[config.mk]
export PLATFORM = sky130hd
export DESIGN_NAME = spi_slave
export DESIGN_NICKNAME = d
export VERILOG_FILES = /design/src/rtl/spi_pkg.sv /design/src/rtl/spi_sync_edge.sv /design/src/rtl/spi_slave.sv
export SDC_FILE = /design/constraint.sdc
export NUM_CORES = 1
export LEC_CHECK = 0
export ABC_AREA = 1
export CAP_MARGIN = 20
export CORE_MARGIN = 3
export CORE_UTILIZATION = 45
export CTS_CLUSTER_SIZE = 40
export DETAILED_ROUTE_END_ITERATION = 16
export PLACE_DENSITY = 0.7
export SLEW_MARGIN = 30
export SYNTH_ARGS = -nofsm -noshare
export SYNTH_HDL_FRONTEND = slang
export SYNTH_SLANG_ARGS = --single-unit
export TNS_END_PERCENT = 100
[constraint.sdc]
create_clock -name clk -period 1.3 [get_ports clk]
set_input_delay 0.39 -clock clk [delete_from_list [all_inputs] [get_ports clk]]
set_output_delay 0.39 -clock clk [all_outputs]
set_load 0.01 [all_outputs]
[src/rtl/spi_pkg.sv]
// Shared SPI link definitions for spi_master / spi_slave.
package spi_pkg;
    localparam int SPI_DATA_W = 16;
    localparam int SPI_CNT_W  = $clog2(SPI_DATA_W);

    typedef enum logic {IDLE, ACTIVE} spi_state_t;
endpackage

[src/rtl/spi_sync_edge.sv]
// Multi-flop synchroniser with registered one-clk rise/fall pulses.
module spi_sync_edge
    import spi_pkg::*;
#(
    parameter int   STAGES  = 2,
    parameter logic RST_VAL = 1'b0
) (
    input  logic clk,
    input  logic reset_n,
    input  logic din,
    output logic rise,
    output logic fall
);
    logic [STAGES-1:0] chain;
    logic              prev;

    always_ff @(posedge clk or negedge reset_n) begin
        if (!reset_n) begin
            chain <= {STAGES{RST_VAL}};
            prev  <= RST_VAL;
            rise  <= 1'b0;
            fall  <= 1'b0;
        end else begin
            chain <= {chain[STAGES-2:0], din};
            prev  <= chain[STAGES-1];
            rise  <= chain[STAGES-1] & ~prev;
            fall  <= ~chain[STAGES-1] & prev;
        end
    end
endmodule

[src/rtl/spi_slave.sv]
// SPI mode-0 slave: oversampled SCLK/CS_N/MOSI, full-duplex 16-bit words in the clk domain.
module spi_slave
    import spi_pkg::*;
#(
    parameter int DATA_W      = SPI_DATA_W,
    parameter int SYNC_STAGES = 2
) (
    input  logic              clk,
    input  logic              reset_n,
    input  logic              SCLK,
    input  logic              CS_N,
    input  logic              MOSI,
    output logic              MISO,
    output logic              miso_oe,
    output logic [DATA_W-1:0] data_out,
    output logic              data_valid,
    input  logic              rx_ack,
    input  logic [DATA_W-1:0] tx_data,
    output logic              busy,
    output logic              overrun,
    output logic              frame_err,
    input  logic              clr_status
);
    localparam int CNT_W = $clog2(DATA_W);
    localparam logic [CNT_W-1:0] LAST = CNT_W'(DATA_W - 1);

    spi_state_t             state;
    logic [CNT_W-1:0]       bit_cnt;
    logic [DATA_W-1:0]      rx_shift, tx_shift;
    logic [SYNC_STAGES-1:0] mosi_sync;
    logic                   word_done;
    logic                   sclk_rise, sclk_fall, cs_rise, cs_fall;

    spi_sync_edge #(.STAGES(SYNC_STAGES), .RST_VAL(1'b0)) u_sclk (
        .clk(clk), .reset_n(reset_n), .din(SCLK), .rise(sclk_rise), .fall(sclk_fall)
    );

    spi_sync_edge #(.STAGES(SYNC_STAGES), .RST_VAL(1'b1)) u_cs (
        .clk(clk), .reset_n(reset_n), .din(CS_N), .rise(cs_rise), .fall(cs_fall)
    );

    assign busy    = (state == ACTIVE);
    assign miso_oe = busy;

    always_ff @(posedge clk or negedge reset_n) begin
        if (!reset_n) begin
            state      <= IDLE;
            bit_cnt    <= '0;
            rx_shift   <= '0;
            tx_shift   <= '0;
            mosi_sync  <= '0;
            word_done  <= 1'b0;
            data_out   <= '0;
            data_valid <= 1'b0;
            overrun    <= 1'b0;
            frame_err  <= 1'b0;
            MISO       <= 1'b0;
        end else begin
            mosi_sync <= {mosi_sync[SYNC_STAGES-2:0], MOSI};
            word_done <= 1'b0;
            frame_err <= 1'b0;

            // A completing word beats a same-cycle ack, so valid stays set.
            if (word_done) begin
                data_out   <= rx_shift;
                data_valid <= 1'b1;
            end else if (rx_ack) begin
                data_valid <= 1'b0;
            end

            if (word_done && data_valid && !rx_ack)
                overrun <= 1'b1;
            else if (clr_status)
                overrun <= 1'b0;

            case (state)
                IDLE: begin
                    if (cs_fall) begin
                        state    <= ACTIVE;
                        tx_shift <= tx_data;
                        bit_cnt  <= '0;
                        MISO     <= tx_data[DATA_W-1];
                    end
                end
                ACTIVE: begin
                    if (cs_rise) begin
                        state     <= IDLE;
                        MISO      <= 1'b0;
                        bit_cnt   <= '0;
                        frame_err <= (bit_cnt != '0);
                    end else begin
                        if (sclk_rise) begin
                            rx_shift <= {rx_shift[DATA_W-2:0], mosi_sync[SYNC_STAGES-1]};
                            if (bit_cnt == LAST) begin
                                bit_cnt   <= '0;
                                word_done <= 1'b1;
                                tx_shift  <= tx_data;
                            end else begin
                                bit_cnt <= bit_cnt + 1'b1;
                            end
                        end
                        // Fall right after a word boundary presents the freshly loaded MSB.
                        if (sclk_fall) begin
                            if (bit_cnt != '0) begin
                                tx_shift <= tx_shift << 1;
                                MISO     <= tx_shift[DATA_W-2];
                            end else begin
                                MISO <= tx_shift[DATA_W-1];
                            end
                        end
                    end
                end
                default: state <= IDLE;
            endcase
        end
    end
endmodule

### The metal 2 layer, run 1

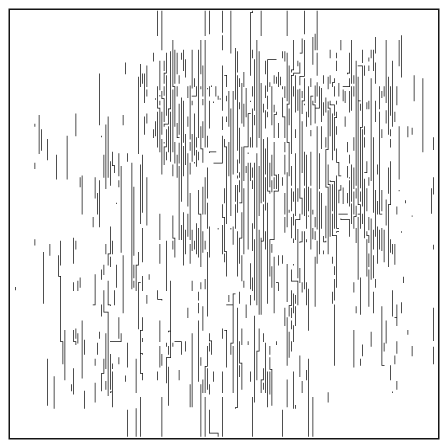
403 nets have wire on it. The longest straight run is 32.3 microns. The wires run mostly vertical.

### The clock network, run 1

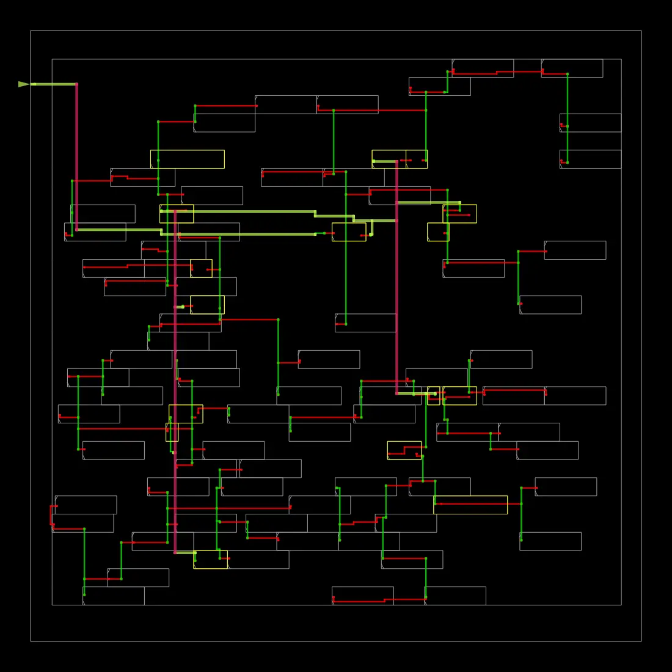
final-layout clock buffer total: 9
Num CTS Buffers: 9
Flops: 70

==> impl_metrics.csv, run 1 <==
group,metric,value,unit
synth,synth_cell_types,26,
detailed_routing,drt_iter0_drc,224,
timing,maxClockFrequency,731.4,MHz
synth,synthTopCellsByCount,"94 x nand2_1, 67 x dfrtp_1, 62 x inv_1",
timing,fin_ws,-67.29,ps
placement,io_buffers,44,
detailed_routing,via_count,2908,
clock_network,cts_tree,"done",
cells_and_area,seqCellArea,1757,sq um
placement,hpwl,4.695,mm
critical_path,rrSetupSlack,-70,ps
timing,rsz0062_at_grt,"true",
critical_path,worstSetupEndpointType,"flip-flop",
critical_path,path_cells,"buf_6 > buf_8 > o21ai_4 > buf_12 > inv_6 > a21oi_1 > a21oi_2",
critical_path,critPathLaunchType,"flip-flop",
detailed_routing,drtAntennaViolNets,0,
detailed_routing,routed_wl,7.891,mm
power_and_ir_drop,power_density,1503,nW/um^2
cells_and_area,drive_gt1_frac,0.2756,
synth,edf_count,0,
synth,ys_cells,403,
floorplan,rows,30,
clock_network,insertion_delay,350,ps
floorplan,coreArea,6944,sq um
global_routing,grt_util_all_layers,0.1996,
detailed_routing,wire_per_inst,13.72,microns
synth,ys_seq_frac,0.5359,
clock_network,clockBufferDepth,2,
critical_path,critPathSlowestCell,"dfrtp_1",
synth,synthMostInstantiatedCell,"nand2_1",
synth,avgSynthCellArea,8.128,sq um
timing,fin_crit,1367,ps
synth,ys.flop_type,"dfrtp_1",
placement,globalplace.congestion,0.8249,
floorplan,ios,45,
synth,syn_inst,403,
clock_network,hold_buffers,0,
global_routing,grt_overflow,0,
cells_and_area,diodes,0,
synth,synth_chip_area,3276,sq um
synth,synth_nets,428,
critical_path,slowest_delay,400,ps
floorplan,chipWidth,91.32,microns
synth,area_leaders,"dfrtp_1 51%, nand2_1 11%, o21ai_0 7.8%",
status,violations,"setup timing",
timing,worst_pin_slew,402.4,ps
detailed_routing,first_pass_iters,5,
critical_path,crit_family,"buffers and inverters",
critical_path,worst-path-buf-inv,4,
critical_path,crit_type,"flip-flop to flip-flop",
global_routing,grt_antenna_before_repair,0,
timing,hold_viol_final,0,
floorplan,die_height,91.32,microns
global_routing,grt_pass1_vias,2806,
timing,fin_tns_setup,-738.7,ps
critical_path,cp.arrival,1620,ps
global_routing,grt_max_degree,71,
clock_network,clkSinkCount,70,
worst_hold_path,min_path_type,"input port to async pin",
critical_path,cp.required,1550,ps
timing,setup_viol,17,
critical_path,worst-path-max-fanout,7,
cells_and_area,fillers,574,
floorplan,fp-utilization,0.4717,
cells_and_area,logic_area,1363,sq um
synth,top_area_cell,"dfrtp_1",
flow_run,openroad.warnings,29,
placement,dp_cells,545,
synth,synthDominantCellAreaShare,0.5118,
global_routing,grt_pass1_wl,13.38,mm
floorplan,design.die.area,8339,sq um
synth,synthArstFlopShare,1.000,
detailed_routing,vias_per_cell,5.057,
timing,period_used_share,1.052,
power_and_ir_drop,peakVddDrop,0.0008676,V
timing,clock_skew,9.335,ps
flow_run,cap_violations,0,
cells_and_area,fin_nets,499,
timing,maxSlewHeadroom,0.7317,
cells_and_area,finalNonFillerCells,575,
detailed_routing,drc_errors,0,
clock_network,cts-root-buf,"clkbuf_8",
timing,drv_slew,0,
synth,ys_warn_count,0,
clock_network,clk_pin_slew,80,ps
synth,syn_area,3276,sq um
status,status,"complete, but fails checks",
clock_network,htreeDepth,3,
power_and_ir_drop,p_leak,2.157,nW
synth,ys_ff,70,
### Cell sizes after repair, run 1

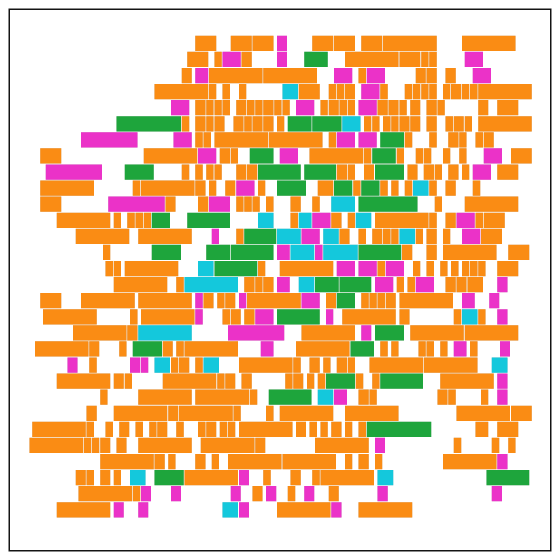
Key: magenta = drive 2 [cells 72, share 15%]; green = drive 6 and up [cells 36, share 7.5%]; orange = drive 1 or less [cells 347, share 72%]; cyan = drive 3 to 4 [cells 24, share 5.0%]
Design Area, Final: 4432 sq um
bufs w/o clock: 77
final worst slack: -67.29 ps
P&R area growth vs syn: 35.29%

## run 1: kinds of logic after synthesis
logic type,share of synthesized area
compound gates,0.1451
fa+ha+maj,0.007638
buf+inv,0.1077
flops,0.5359
simple gates,0.2036
## run 1: per-layer routing
| metal | up-vias | global-route usage | routed length, microns |
|---|---|---|---|
| met1 | 1392 | 0.2755 | 3577 |
| met3 | 12 | 0.03811 | 424 |
| li1 | 1412 | - | - |
| met5 | - | 0 | 0 |
| met4 | 0 | 0.07663 | 116 |
| met2 | 92 | 0.3115 | 3773 |
## run 1: timing repair
item	in CTS	in global routing
endpoints found under the setup margin	42	38
resized	139	36
gates cloned	4	0
buffers inserted	7	3
pin swaps	13	9
## run 1: stage by stage
stage                     power [mW]  setup WS, ps  utilization  area (sq um)  hold WS, ps
after floorplan                3.794         2.438            -          3306        94.41
after global placement         4.247        -62.19       0.5668          3936        333.9
after detailed placement       4.320        -91.63       0.5668          3936        337.1
after CTS                      6.493        -70.01       0.6186          4295        67.30
after global routing           7.076        -186.8       0.6382          4432        73.29
final                          6.663        -67.29       0.6382          4432        37.63
## run 1: worst reg2reg max path: stages, from the launching register on
cell	delay, ps
dfrtp_1	400
buf_6	140
buf_8	130
o21ai_4	160
buf_12	150
inv_6	60
a21oi_1	160
a21oi_2	80
## run 1: cell type report
| class | instances | area share |
|---|---|---|
| clock buffer | 9 | 0.02795 |
| clock inverter | 7 | 0.02174 |
| inverter | 66 | 0.05759 |
| multi-input combinational | 249 | 0.3075 |
| sequential | 70 | 0.3964 |
| tap | 96 | 0.02710 |
| timing repair buffer | 77 | 0.1598 |
| timing repair inverter | 1 | 0.001976 |
## run 1: worst paths after layout
kind                              start            end  cells past startpoint
max                                busy    tx_shift[1]                      7
min                             reset_n     data_valid                      2
max reg2reg                        busy    tx_shift[1]                      7
min reg2reg                mosi_sync[0]   mosi_sync[1]                      0
max in group asynchronous       reset_n  u_cs.chain[1]                      2
min in group clk           mosi_sync[0]   mosi_sync[1]                      0
## run 1: state kept, by name (all words and copies together) (netlist names), 2 cells and up
| signal | flops |
|---|---|
| bit_cnt | 4 |
| data_out | 16 |
| mosi_sync | 2 |
| rx_shift | 16 |
| tx_shift | 16 |
| u_cs.chain | 2 |
| u_sclk.chain | 2 |
## run 1: cells in the final DEF (no fill, tap or decap), types with 8 or more instances in the layout
cell             count
a21oi_2             24
nor2_1              20
o21ai_1             15
buf_4               16
clkdlybuf4s50_1     21
o21ai_0             33
clkbuf_8             9
buf_6                8
inv_1               57
buf_2               23
a21oi_1             10
nand3_1             30
dfrtp_1             66
nand2_1             91
## run 1: where the power goes
part           total, mW  switching [mW]  internal (mW)
Combinational       1.89            1.06          0.826
Sequential          2.79           0.267           2.53
Clock               1.98           0.890           1.09
Total               6.66            2.22           4.44
### Placed cells, one color a class, run 1

Scale bar: 20 microns. Fill, decap, tap and diode cells in gray.
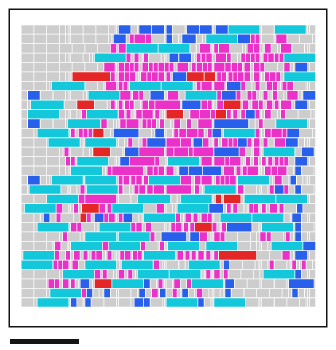

==> run 1 -> run 2 <==
--- a/config.mk
+++ b/config.mk
@@ -11,8 +11,8 @@
 export CORE_UTILIZATION = 45
 export CTS_CLUSTER_SIZE = 40
 export DETAILED_ROUTE_END_ITERATION = 16
-export PLACE_DENSITY = 0.7
-export SLEW_MARGIN = 30
+export PLACE_DENSITY = 0.76
+export SLEW_MARGIN = 40
 export SYNTH_ARGS = -nofsm -noshare
 export SYNTH_HDL_FRONTEND = slang
 export SYNTH_SLANG_ARGS = --single-unit
### Placed cells, one color a class, run 2

Scale bar: 20 microns. Fill, decap, tap and diode cells in gray.
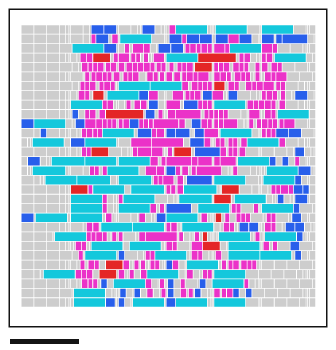
Key: cyan = flops [cells 70, share of their area 42%]; magenta = all other logic [cells 315, share of their area 38%]; red = clock drivers and dummy loads [cells 16, share of their area 5.3%]; blue = other buffers and delay cells [cells 75, share of their area 15%]
Design Area, Final: 4312 sq um
Core ar.: 6944 sq um
flop share of the area: 0.4083
# rows: 30

### The metal 2 layer, run 2

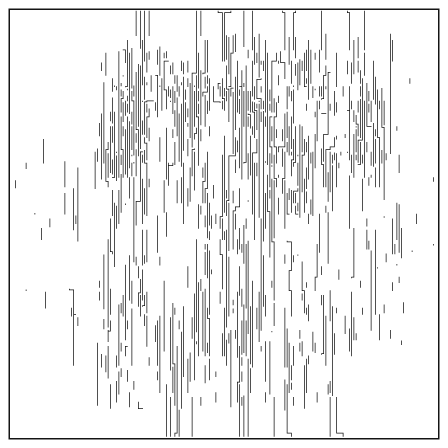
The layer holds 49% of the routed length. The layer carries 3750 microns of wire. The longest straight run is 27.7 microns. The wires run mostly vertical.
via count: 2848
drt total wl: 7.615 mm
GRT met2 Usage: 0.2992

==> impl_metrics.csv, run 2 <==
group,metric,value,unit
timing,period_used_share,1.031,
global_routing,grt_util_all_layers,0.1918,
clock_network,cts_made_buffers,9,
critical_path,reg2reg_depth,7,
synth,edf_count,0,
power_and_ir_drop,power_switching_share,0.3215,
timing,fin_ws,-40.13,ps
placement,io_buffers,44,
synth,top_area_cell,"dfrtp_1",
placement,hpwl,4.658,mm
synth,ys_sh_mux,0,
clock_network,htreeDepth,3,
critical_path,worst-path-buf-inv,0,
detailed_routing,drt_iter0_drc,209,
synth,synth_nets,428,
synth,logic_family,"simple AND/OR/NAND/NOR gates",
cells_and_area,fin_nets,496,
power_and_ir_drop,p_leak,2.124,nW
timing,drv_slew,0,
floorplan,design.die.area,8339,sq um
synth,yosys.area_share.simple,0.2036,
status,violations,"setup timing",
status,status,"complete, but fails checks",
power_and_ir_drop,power_density,1508,nW/um^2
timing,fin_crit,1340,ps
synth,synth_chip_area,3276,sq um
flow_run,openroad.warnings,29,
synth,ys_seq_frac,0.5359,
timing,rsz0062_at_grt,"true",
cells_and_area,layout_top_cell,"nand2_1",
timing,setup_viol,11,
global_routing,grt_max_degree,71,
clock_network,cts_tree,"done",
timing,worst_pin_slew,383.6,ps
floorplan,chipWidth,91.32,microns
synth,area_leaders,"dfrtp_1 51%, nand2_1 11%, o21ai_0 7.8%",
detailed_routing,drtAntennaViolNets,0,
power_and_ir_drop,peakVddDrop,0.0007547,V
synth,avgSynthCellArea,8.128,sq um
cells_and_area,drive_gt1_frac,0.2458,
synth,synth-xor-area-share,0,
detailed_routing,drc_errors,0,
detailed_routing,first_pass_iters,5,
power_and_ir_drop,power_frac_comb,0.266,
detailed_routing,wire_per_inst,13.31,microns
synth,synthMostInstantiatedCell,"nand2_1",
global_routing,grt_pass1_wl,12.89,mm
synth,ys.flop_type,"dfrtp_1",
synth,syn_area,3276,sq um
critical_path,worst-path-max-fanout,8,
synth,synth_cell_types,26,
floorplan,fp-utilization,0.4717,
synth,ys_cells,403,
power_and_ir_drop,p_clk_frac,0.303,
cells_and_area,diodes,0,
critical_path,worstSetupEndpointType,"flip-flop",
cells_and_area,syn2layout_area_growth,31.63,%
global_routing,grt_overflow,0,
global_routing,grt_pass1_vias,2768,
critical_path,rr_startpoint,"bit_cnt[0]",
synth,ys_warn_count,0,
critical_path,crit_type,"flip-flop to flip-flop",
power_and_ir_drop,pwr-share-seq,0.430,
power_and_ir_drop,p_int,4.411,mW
detailed_routing,vias_per_cell,4.979,
clock_network,clk_pin_slew,80,ps
placement,place_ws,-108.3,ps
critical_path,slowest_delay,420,ps
floorplan,die_height,91.32,microns
timing,maxSlewHeadroom,0.7443,
cells_and_area,layout_top_cells,"91 x nand2_1, 63 x dfrtp_1, 58 x inv_1, 33 x o21ai_0, 31 x nand3_1",
clock_network,clkSinkCount,70,
### The clock network, run 2

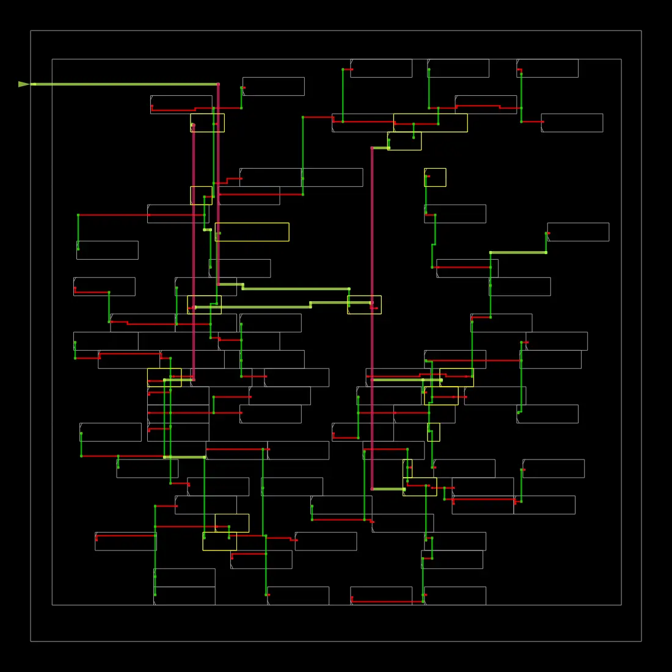
final-layout clock buffer total: 11
clk_skew: 8.903 ps
Clk Latency, worst-skew pair: 350 ps

run 2: cell counts after synthesis:
Identical to the previous run, type by type.
run 2: power groups by stage:
stage	Combinational (mW)	Sequential (mW)	Clock, mW
global route	1.92	2.84	2.12
detailed placement	1.54	2.81	0
finish	1.73	2.80	1.97
global placement	1.49	2.78	0
CTS	1.62	2.78	2.02
floorplan	1.04	2.75	0
run 2: per-layer routing:
layer	global-route usage	vias up	part of all wire
met4	0.09548	0	0.023
met2	0.2992	90	0.49
met5	0	-	0
li1	-	1399	-
met3	0.03811	15	0.059
met1	0.2549	1344	0.43
run 2: final cells by class:
type	instances	area, sq um
Clock buffer	11	141.4
Clock inverter	5	82.58
Fill cell	580	2633
Inverter	66	252.7
Multi-Input combinational cell	249	1328
Sequential cell	70	1760
Tap cell	96	120.1
Timing Repair Buffer	75	626.9
run 2: cells by family (layout without fill, tap and decap cells):
kind of cell | count (synthesis) | in the layout
and+or+nand+nor | 156 | 157
DFF | 70 | 70
buffers and inverters | 85 | 157
AOI/OAI and AO/OA | 90 | 90
adders and majority gates | 2 | 2
run 2: metrics by stage:
stage          hold WS [ps]  instances  power (mW)  cell area, sq um    util
3_3_place_gp          333.3        545       4.279              3949  0.5686
2_1_floorplan         94.41        403       3.794              3306       -
5_1_grt               72.45        572       6.883              4312  0.6209
4_1_cts               59.11        569       6.419              4209  0.6061
3_5_place_dp          340.3        545       4.349              3949  0.5686
6_report              29.01        572       6.501              4312  0.6209
run 2: worst reg2reg max path, cell delays in order, from the launching register on:
cell	delay [ps]
dfrtp_2	420
ha_4	180
nand2_8	90
nor2_4	230
nand2_1	80
nand3_1	90
nand2_1	70
a21oi_2	110
run 2: what timing repair did:
action	4_1_cts	5_1_grt
pin swaps	7	7
cloned	1	0
setup buffers	7	3
hold buffers	0	0
setup endpoints to repair	58	40
gates resized	118	31
run 2: how the worst max path moves through the flow:
stage                     startpoint      endpoint  slack (ps)  cells past startpoint
after floorplan           bit_cnt[0]  tx_shift[11]           2                      8
after global placement          busy       miso_oe         -50                      1
after detailed placement        busy    bit_cnt[1]        -110                      7
after CTS                 bit_cnt[0]   tx_shift[8]         -40                      7
after global routing      bit_cnt[0]   tx_shift[3]        -100                      7
final                     bit_cnt[0]  tx_shift[14]         -40                      7
Power and IR drop assume default switching activity.
